<file path="src/rtl/keying_modulator_if.sv">
// Carrier/code/control bundle for the keying modulator.
interface keying_modulator_if #(
  parameter int DATA_W  = 16,
  parameter int SEQ_LEN = 16,
  parameter int DIV_W   = 32
);
  localparam int IDX_W = $clog2(SEQ_LEN);

  logic               enable;
  logic [1:0]         mode;
  logic [DIV_W-1:0]   symbol_div;
  logic [DATA_W-1:0]  carrier;
  logic [SEQ_LEN-1:0] sequence_code;
  logic [DATA_W-1:0]  mod_sig;
  logic               sym_bit;
  logic [IDX_W-1:0]   bit_index;
  logic               symbol_strobe;
  logic               frame_done;
  logic               zc_timeout;

  modport master (
    output enable, mode, symbol_div, carrier, sequence_code,
    input  mod_sig, sym_bit, bit_index, symbol_strobe, frame_done, zc_timeout
  );

  modport slave (
    input  enable, mode, symbol_div, carrier, sequence_code,
    output mod_sig, sym_bit, bit_index, symbol_strobe, frame_done, zc_timeout
  );
endinterface

</file>
<file path="src/rtl/keying_modulator.sv">
// Keys an offset-binary DDS carrier with a serial code word (OOK / ASK / BPSK /
// hold). Symbol advances are deferred to a carrier mid-scale crossing, with a
// timeout fallback so a DC-ish carrier cannot stall the sequence.
module keying_modulator #(
  parameter int DATA_W     = 16,
  parameter int SEQ_LEN    = 16,
  parameter int DIV_W      = 32,
  parameter int ZC_TOL     = 50,
  parameter int ZC_TIMEOUT = 65535
) (
  input  logic clk_100M,
  input  logic rst_n,
  keying_modulator_if.slave bus
);

  localparam int IDX_W = $clog2(SEQ_LEN);
  localparam int TO_W  = (ZC_TIMEOUT < 2) ? 1 : $clog2(ZC_TIMEOUT + 1);

  localparam logic [DATA_W-1:0] MID      = {1'b0, {(DATA_W-1){1'b1}}};
  localparam logic [DATA_W:0]   TOL      = (DATA_W+1)'(ZC_TOL);
  localparam logic [IDX_W-1:0]  LAST_IDX = IDX_W'(SEQ_LEN - 1);
  localparam logic [TO_W-1:0]   TO_LAST  = TO_W'(ZC_TIMEOUT - 1);

  typedef enum logic [1:0] {S_IDLE, S_COUNT, S_WAIT_ZC, S_ADVANCE} state_t;

  state_t             r_state;
  logic [DIV_W-1:0]   r_timer;
  logic [TO_W-1:0]    r_to_cnt;
  logic [SEQ_LEN-1:0] r_shadow;
  logic [IDX_W-1:0]   r_bit_index;
  logic [DATA_W-1:0]  r_mod_sig;
  logic               r_symbol_strobe;
  logic               r_frame_done;
  logic               r_zc_timeout;

  logic [DATA_W:0]    w_diff;
  logic [DATA_W:0]    w_abs;
  logic               w_zc;
  logic [DIV_W-1:0]   w_term;
  logic               w_tc;
  logic               w_sym;
  logic [DATA_W-1:0]  w_half;
  logic [DATA_W-1:0]  w_keyed;

  // carrier - MID as a DATA_W+1 two's-complement value, so no unsigned wrap
  assign w_diff = {1'b0, bus.carrier} - {1'b0, MID};
  assign w_abs  = w_diff[DATA_W] ? (~w_diff + 1'b1) : w_diff;
  assign w_zc   = (w_abs <= TOL);

  assign w_term = (bus.symbol_div == '0) ? DIV_W'(1) : bus.symbol_div;
  assign w_tc   = (r_timer == w_term);

  assign w_sym  = r_shadow[r_bit_index];
  // MID + (diff >>> 1), truncated: the arithmetic shift is just diff[DATA_W:1]
  assign w_half = MID + w_diff[DATA_W:1];

  // Output keying selected by mode for the current bit
  always_comb begin
    w_keyed = MID;
    case (bus.mode)
      2'd0:    w_keyed = w_sym ? bus.carrier : MID;
      2'd1:    w_keyed = w_sym ? bus.carrier : w_half;
      2'd2:    w_keyed = w_sym ? bus.carrier : ~bus.carrier;
      default: w_keyed = MID;
    endcase
  end

  // Sequencer FSM, symbol timer, timeout counter and registered outputs.
  // Strobes are raised on entry to ADVANCE so they are visible during it,
  // alongside the bit that is finishing.
  always_ff @(posedge clk_100M or negedge rst_n) begin
    if (!rst_n) begin
      r_state         <= S_IDLE;
      r_timer         <= '0;
      r_to_cnt        <= '0;
      r_shadow        <= '0;
      r_bit_index     <= LAST_IDX;
      r_mod_sig       <= MID;
      r_symbol_strobe <= 1'b0;
      r_frame_done    <= 1'b0;
      r_zc_timeout    <= 1'b0;
    end else begin
      r_symbol_strobe <= 1'b0;
      r_frame_done    <= 1'b0;
      r_zc_timeout    <= 1'b0;
      if (!bus.enable) begin
        r_state   <= S_IDLE;
        r_timer   <= '0;
        r_mod_sig <= MID;
      end else begin
        r_mod_sig <= (r_state == S_IDLE) ? MID : w_keyed;
        if (r_state != S_IDLE) begin
          r_timer <= w_tc ? '0 : r_timer + 1'b1;
        end
        case (r_state)
          S_IDLE: begin
            r_shadow    <= bus.sequence_code;
            r_bit_index <= LAST_IDX;
            r_state     <= S_COUNT;
          end
          S_COUNT: begin
            if (w_tc) begin
              if (w_zc) begin
                r_state         <= S_ADVANCE;
                r_symbol_strobe <= 1'b1;
                r_frame_done    <= (r_bit_index == '0);
              end else begin
                r_state  <= S_WAIT_ZC;
                r_to_cnt <= '0;
              end
            end
          end
          S_WAIT_ZC: begin
            // timeout fires after ZC_TIMEOUT cycles spent waiting here
            if (w_zc || (r_to_cnt == TO_LAST)) begin
              r_state         <= S_ADVANCE;
              r_symbol_strobe <= 1'b1;
              r_frame_done    <= (r_bit_index == '0);
              r_zc_timeout    <= !w_zc;
            end else begin
              r_to_cnt <= r_to_cnt + 1'b1;
            end
          end
          S_ADVANCE: begin
            if (r_bit_index == '0) begin
              r_bit_index <= LAST_IDX;
              r_shadow    <= bus.sequence_code;
            end else begin
              r_bit_index <= r_bit_index - 1'b1;
            end
            r_state <= S_COUNT;
          end
          default: r_state <= S_IDLE;
        endcase
      end
    end
  end

  assign bus.mod_sig       = r_mod_sig;
  assign bus.sym_bit       = w_sym;
  assign bus.bit_index     = r_bit_index;
  assign bus.symbol_strobe = r_symbol_strobe;
  assign bus.frame_done    = r_frame_done;
  assign bus.zc_timeout    = r_zc_timeout;

endmodule

</file>
<file path="src/flat_wrapper.sv">
// flat-port wrapper written by rule: the top's interface ports become plain ports
module keying_modulator_flat 
#(
  parameter int DATA_W     = 16,
  parameter int SEQ_LEN    = 16,
  parameter int DIV_W      = 32,
  parameter int ZC_TOL     = 50,
  parameter int ZC_TIMEOUT = 65535
)
  (clk_100M, rst_n, bus_enable, bus_mode, bus_symbol_div, bus_carrier, bus_sequence_code, bus_mod_sig, bus_sym_bit, bus_bit_index, bus_symbol_strobe, bus_frame_done, bus_zc_timeout);
  keying_modulator_if #(.DATA_W(DATA_W), .SEQ_LEN(SEQ_LEN), .DIV_W(DIV_W)) bus_i ();
  input  logic clk_100M;
  input  logic rst_n;
  input wire logic [$bits(bus_i.enable)-1:0] bus_enable;
  input wire logic [$bits(bus_i.mode)-1:0] bus_mode;
  input wire logic [$bits(bus_i.symbol_div)-1:0] bus_symbol_div;
  input wire logic [$bits(bus_i.carrier)-1:0] bus_carrier;
  input wire logic [$bits(bus_i.sequence_code)-1:0] bus_sequence_code;
  output wire logic [$bits(bus_i.mod_sig)-1:0] bus_mod_sig;
  output wire logic [$bits(bus_i.sym_bit)-1:0] bus_sym_bit;
  output wire logic [$bits(bus_i.bit_index)-1:0] bus_bit_index;
  output wire logic [$bits(bus_i.symbol_strobe)-1:0] bus_symbol_strobe;
  output wire logic [$bits(bus_i.frame_done)-1:0] bus_frame_done;
  output wire logic [$bits(bus_i.zc_timeout)-1:0] bus_zc_timeout;
  assign bus_i.enable = bus_enable;
  assign bus_i.mode = bus_mode;
  assign bus_i.symbol_div = bus_symbol_div;
  assign bus_i.carrier = bus_carrier;
  assign bus_i.sequence_code = bus_sequence_code;
  assign bus_mod_sig = bus_i.mod_sig;
  assign bus_sym_bit = bus_i.sym_bit;
  assign bus_bit_index = bus_i.bit_index;
  assign bus_symbol_strobe = bus_i.symbol_strobe;
  assign bus_frame_done = bus_i.frame_done;
  assign bus_zc_timeout = bus_i.zc_timeout;
  keying_modulator #(.DATA_W(DATA_W), .SEQ_LEN(SEQ_LEN), .DIV_W(DIV_W), .ZC_TOL(ZC_TOL), .ZC_TIMEOUT(ZC_TIMEOUT)) u_core (.clk_100M(clk_100M), .rst_n(rst_n), .bus(bus_i));
endmodule
</file>
<file path="config.mk">
export PLATFORM = sky130hd
export DESIGN_NAME = keying_modulator_flat
export DESIGN_NICKNAME = d
export VERILOG_FILES = /design/src/rtl/keying_modulator_if.sv /design/src/rtl/keying_modulator.sv /design/src/flat_wrapper.sv
export SDC_FILE = /design/constraint.sdc
export NUM_CORES = 1
export LEC_CHECK = 0
export CORE_ASPECT_RATIO = 0.5
export CORE_UTILIZATION = 30
export CTS_CLUSTER_DIAMETER = 120
export DETAILED_ROUTE_END_ITERATION = 8
export DONT_BUFFER_PORTS = 1
export SYNTH_ARGS = -nofsm -noshare
export SYNTH_HDL_FRONTEND = slang
export SYNTH_SLANG_ARGS = --single-unit
</file>
<file path="constraint.sdc">
create_clock -name clk_100M -period 4.08 [get_ports clk_100M]
set_input_delay 0.612 -clock clk_100M [delete_from_list [all_inputs] [get_ports clk_100M]]
set_output_delay 0.612 -clock clk_100M [all_outputs]
set_load 0.02 [all_outputs]
</file>
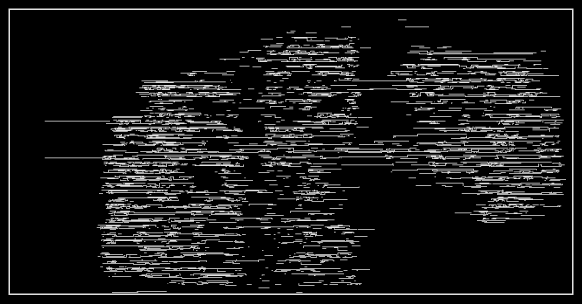
**Above:** M1 wires.
wire length on this layer	8820 um
main direction	horizontal
longest straight run	40.5 um

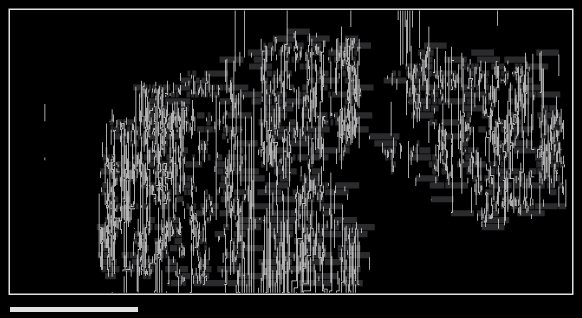
**Above:** signal wires on met2.
The bar under the picture is 50 um long. Cells faint in the background.
nets with wire on the layer	739
wire length on this layer	8820 um
share of all routed wire	47%
main direction	vertical
longest straight run	79.4 um

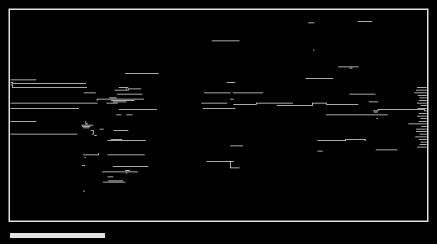
**Above:** the metal 3 layer.
The bar under the picture is 50 um long.
share of all routed wire	5.1%
longest straight run	45.3 um

==> flow_results.org <==
#+TITLE: Synthesis and PnR summary

** Run status
- The flow ran to the end, and the final reports show no timing, DRC or antenna violations.

** Die
- At the floorplan stage, the core utilization is reported as 30.7%.
- For reference, the placement row count at floorplan is 39.
- The floorplan report gives the top-level pin count as 93.

** Synthesis
- Of the total synthesized cell area, the portion taken by full adders, half adders and majority gates is 5.32%.
- Yosys reports that the leading cell type by area covers 24.8% of the netlist area.

** Drt
- Per the detail_route report, the via count comes to 6178.
- Number of antenna-violating nets in the routed design :: 0
- Per the detailed-route log, wirelength across all metal layers totals 18.8 mm.
- Top layer in use :: met4
- After detailed routing, the average wire length per cell comes to 16.6 um.

** Pwr
- Per the OpenROAD power report, leakage power amounts to 3.09 nW.
- Worst voltage drop across the vdd grid :: 0.000202 V

** Placement
- In this run, placement finished with an instance count of 1116.
- Post-Place Cell Area :: 0.00734 mm^2
- Once detailed placement completed, the half-perimeter wirelength came to 13.9 mm.

** GRT
- met3 track demand over resource after global routing is 3.42%.

** Final timing
- The final timing report lists a max-slew violation count of 0.
- From the final report, the count of setup violators was given as 0.
- In the final report, the number of hold violations comes to 0.
- Normalized max-slew margin :: 18.9%

** Cells and area
- The final layout contains 920 nets.
- The register with the most flip-flops in the layout has 32 of them.
- The finished layout holds 1133 standard cells, fillers aside.
- Seq. cell area :: 0.00225 mm^2
- Per the cell usage report, the commonest logic cells after layout are sky130_fd_sc_hd__nor2_1 (70), sky130_fd_sc_hd__dfrtp_1 (70), sky130_fd_sc_hd__nand2_1 (67), sky130_fd_sc_hd__o21ai_0 (63), sky130_fd_sc_hd__nand3_1 (54).

** Setup path
- FF-to-FF End :: u_core.r_to_cnt[1]
- Maximum fanout along the worst path :: 13
- For reference, the critical path is captured by u_core.r_state[0].
- STA classifies the critical path startpoint as a primary input.

** CTS
- Clock tree root buffer cell :: sky130_fd_sc_hd__clkbuf_16
- In this run the deepest clock path goes through 2 buffers.
- Number of post-CTS setup repair buffers :: 0
- TritonCTS built the clock tree.

** Flow run
- The stage logs contain a warning count of 34.
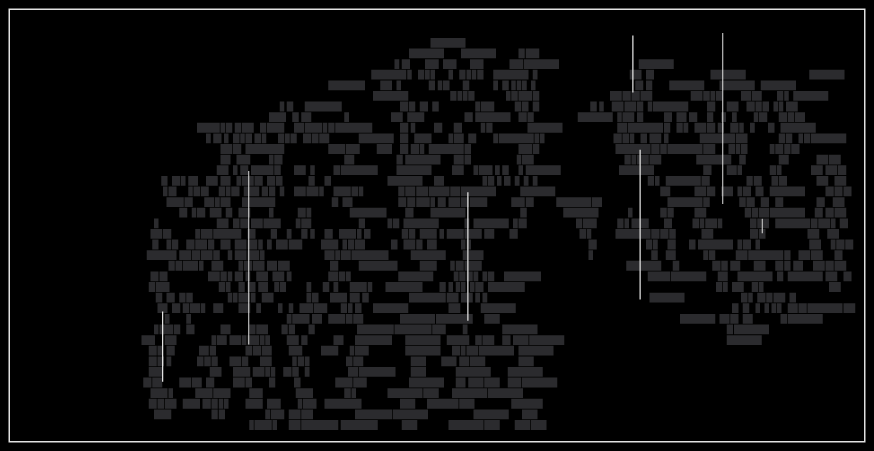
**Above:** metal 4.
Cells faint in the background.
main direction	vertical
share of all routed wire	1.0%
nets with wire on the layer	6

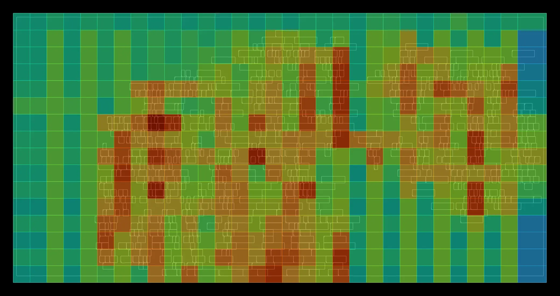
**Above:** routing congestion map.
final core utilization: 33.4%
most heavily used metal layer in global routing: met2
met2 track utilization from global routing: 25.8%
met1 Usage GRT: 20.9%

-- critical path, delay by kind of cell --
kind | cells | cell delay (ns)
and+or+nand+nor | 4 | 1.32
AOI/OAI and AO/OA | 5 | 1.26
adders and majority gates | 1 | 0.28
xor gates and xnor gates | 1 | 0.27
-- report_power, final --
| group | internal, mW | total [mW] | switching (mW) |
|---|---|---|---|
| combinational | 0.574 | 1.38 | 0.808 |
| sequential | 1.07 | 1.24 | 0.172 |
| clock | 0.424 | 0.805 | 0.381 |
| total | 2.07 | 3.43 | 1.36 |
-- layout make-up --
class                   count  share of cell area, %
multi-input cells         663                   58.0
flip-flops and latches     89                   29.4
well taps                 307                   5.02
clock buffers               9                   2.94
inverters                  43                   2.11
repair buffers             15                   1.73
clock inverters             7                  0.801
Power and IR drop assume default switching activity.
